Fig. 1: floorplan with the power grid
The bar under the picture is 50 um long. Pins as bars on the die edge.
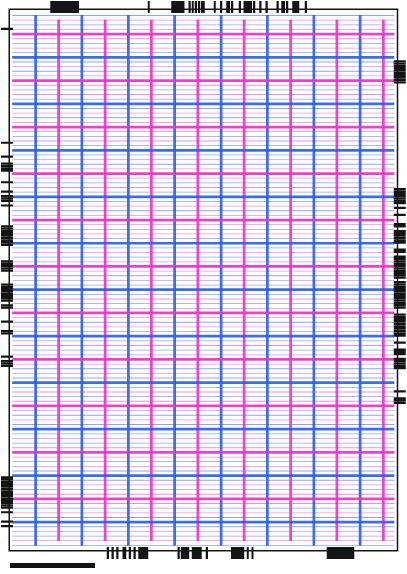
Fig. 2: cell classes on the final placement
The bar under the picture is 50 um long.
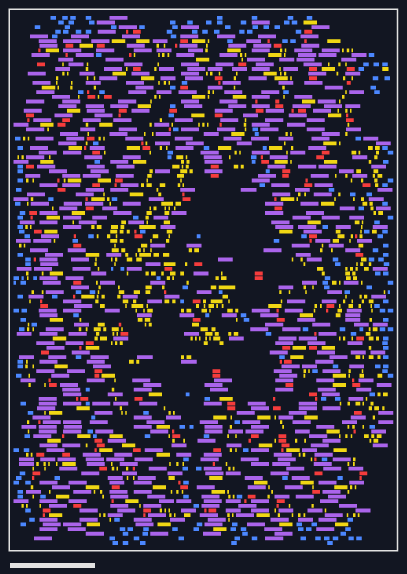
Fig. 3: clock wires, drivers and flops
The bar under the picture is 50 um long.
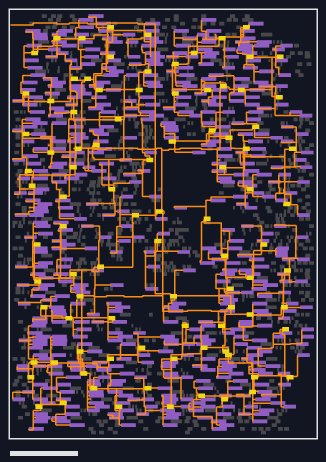
Fig. 4: routed metal, one color a layer
Two of the layers only.
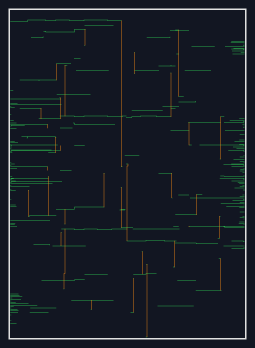
==> config.mk <==
export PLATFORM = sky130hd
export DESIGN_NAME = combine_n
export DESIGN_NICKNAME = d
export VERILOG_FILES = /design/src/rtl/combine_n.sv
export SDC_FILE = /design/constraint.sdc
export NUM_CORES = 1
export LEC_CHECK = 0
export CELL_PAD_IN_SITES_DETAIL_PLACEMENT = 1
export CELL_PAD_IN_SITES_GLOBAL_PLACEMENT = 1
export CORE_ASPECT_RATIO = 1.4
export CORE_UTILIZATION = 30
export CTS_BUF_LIST = sky130_fd_sc_hd__clkbuf_8
export DETAILED_ROUTE_END_ITERATION = 16
export PLACE_DENSITY_LB_ADDON = 0.1
export SYNTH_ARGS = -nofsm -noshare
export SYNTH_HDL_FRONTEND = slang
export SYNTH_SLANG_ARGS = --single-unit
==> constraint.sdc <==
create_clock -name clk -period 6.7 [get_ports clk]
set_input_delay 1.005 -clock clk [delete_from_list [all_inputs] [get_ports clk]]
set_output_delay 1.005 -clock clk [all_outputs]
set_load 0.01 [all_outputs]
==> impl_metrics.csv <==
group,metric,value,unit
status,status,"complete, no violations",
global_route,grt_busiest_layer,"met2",
power_and_ir_drop,p_per_area,354.9,nW/um2
timing,max-slew-margin-rel,30.64,%
global_route,grt.overflow.total,0,
cells_and_area,seqCellArea,15560,um2
detailed_routing,routed_via_density,4.498,
logic_synthesis,ys_seq_elements,545,
power_and_ir_drop,finalPower,9.322,mW
cts,ctsRootBufferMaster,"clkbuf_8",
logic_synthesis,ys_warn_count,0,
cells_and_area,antenna_cells,3,
cells_and_area,final_cells,2550,
placed_design,place_ws,2112,ps
cells_and_area,syn_to_final_growth,24.31,%
hold_path,whs_path_depth,2,
floorplan,chip_area,71520,um2
cells_and_area,sh_comb_area,19.84,%
cells_and_area,final_cell_mix,"384 x edfxtp_1, 239 x clkdlybuf4s50_1, 231 x nand2_1",
logic_synthesis,synth_cell_type_count,39,
power_and_ir_drop,p_comb,2.08,mW
global_route,grt_use_met1,16.55,%
power_and_ir_drop,power_leader,"sequential cells",
power_and_ir_drop,p_leak,9.474,nW
timing,fmax,0.2679,GHz
worst_setup_path,critical_path_class,"primary input to register",
flow_run,maxCapViolations,0,
cells_and_area,seq_area_share,59.25,%
cts,cts_setup_buffers,0,
cells_and_area,final-nonclk-buf-share,9.726,%
power_and_ir_drop,p_sw,2.762,mW
cells_and_area,utilization,37.89,%
timing,worst_slack,2967,ps
floorplan,io_pins,244,
power_and_ir_drop,seq_power,4.46,mW
timing,max_slew.worst_pin.slew,1040,ps
detailed_routing,ant_nets,0,
cells_and_area,mostFrequentLayoutCell,"edfxtp_1",
detailed_routing,detail_route.wl_per_cell,20.25,um
cts,cts_tree,"yes",
power_and_ir_drop,pwr-share-seq,47.9,%
logic_synthesis,synthArstFlopShare,29.54,%
detailed_routing,drc,0,
detailed_routing,drtPass1Iterations,4,
global_route,grt_pass1_wl,78.18,mm
logic_synthesis,synthTopCellsByArea,"edfxtp_1 55%, dfrtp_1 19%, mux4_2 10%, nand2_1 4.1%, o21ai_0 2.4%",
timing,fin_crit,3733,ps
power_and_ir_drop,switching_share,29.63,%
logic_synthesis,synth_area,21130,um2
Notes on Fig. 1 above:
net	color
VSS	blue
VDD	magenta
rows	114
signal pins	244
met5 straps	22
met4 straps	16
Die Span Y: 316.0 um
Core ar.: 69320 um2
chip width: 226.3 um
maximum VDD drop: 0.0002778 V

Notes on Fig. 2 above:
class	color	cells	share of their area
registers	purple	545	62%
remaining buffers and delay cells	blue	262	10%
remaining logic cells	yellow	640	21%
clock drivers and dummy loads	red	172	6.9%
Finished Cell Area: 26270 um2
floorplan row count: 114

Notes on Fig. 3 above:
[clock-net drivers] yellow | count: 92
[clock wires] orange | length: 8190 um
[flip-flops] purple | count: 545
routed clock nets	93
flops lie	all over the die
clk ins delay skew pair: 680 ps
Clock power frac: 29.8%
Clock Power: 2.78 mW
clock skew: 26.03 ps

Notes on Fig. 4 above:
layer	color	wire length
M3	green	2930 um
M4	orange	1020 um
Via Count: 11470
overall routing resource usage: 14.79%

==> cell families (layout without fill, tap and decap cells) <==
kind of cell,count (synthesis),in the layout,share of synthesized area [%]
buf+inv,77,444,1.794
xor+xnor,47,47,2.126
fa+ha+maj,21,21,1.386
other cells,0,3,0
flops,545,545,73.63
compound gates,103,103,2.505
simple gates,342,342,7.301
mux,117,117,11.26
==> cells in the mapped netlist (all sizes together) (8+ instances only) <==
library cell,instances
and2,32
and3,12
buf,32
clkbuf,35
dfrtp,161
edfxtp,384
ha,17
inv,10
mux2i,16
mux4,96
nand2,232
nand2b,8
nand3,18
nor2,15
o21ai,100
xnor2,39
xor2,8
==> critical path: stages <==
cell     delay (ps)
buf_2           640
nor4b_1         540
nor3_2          220
nand2_8         770
nor2_1          150
fa_1            410
and2_1          150
mux2i_1         160
mux2i_1         220
Power is estimated from default activity; no workload was simulated.
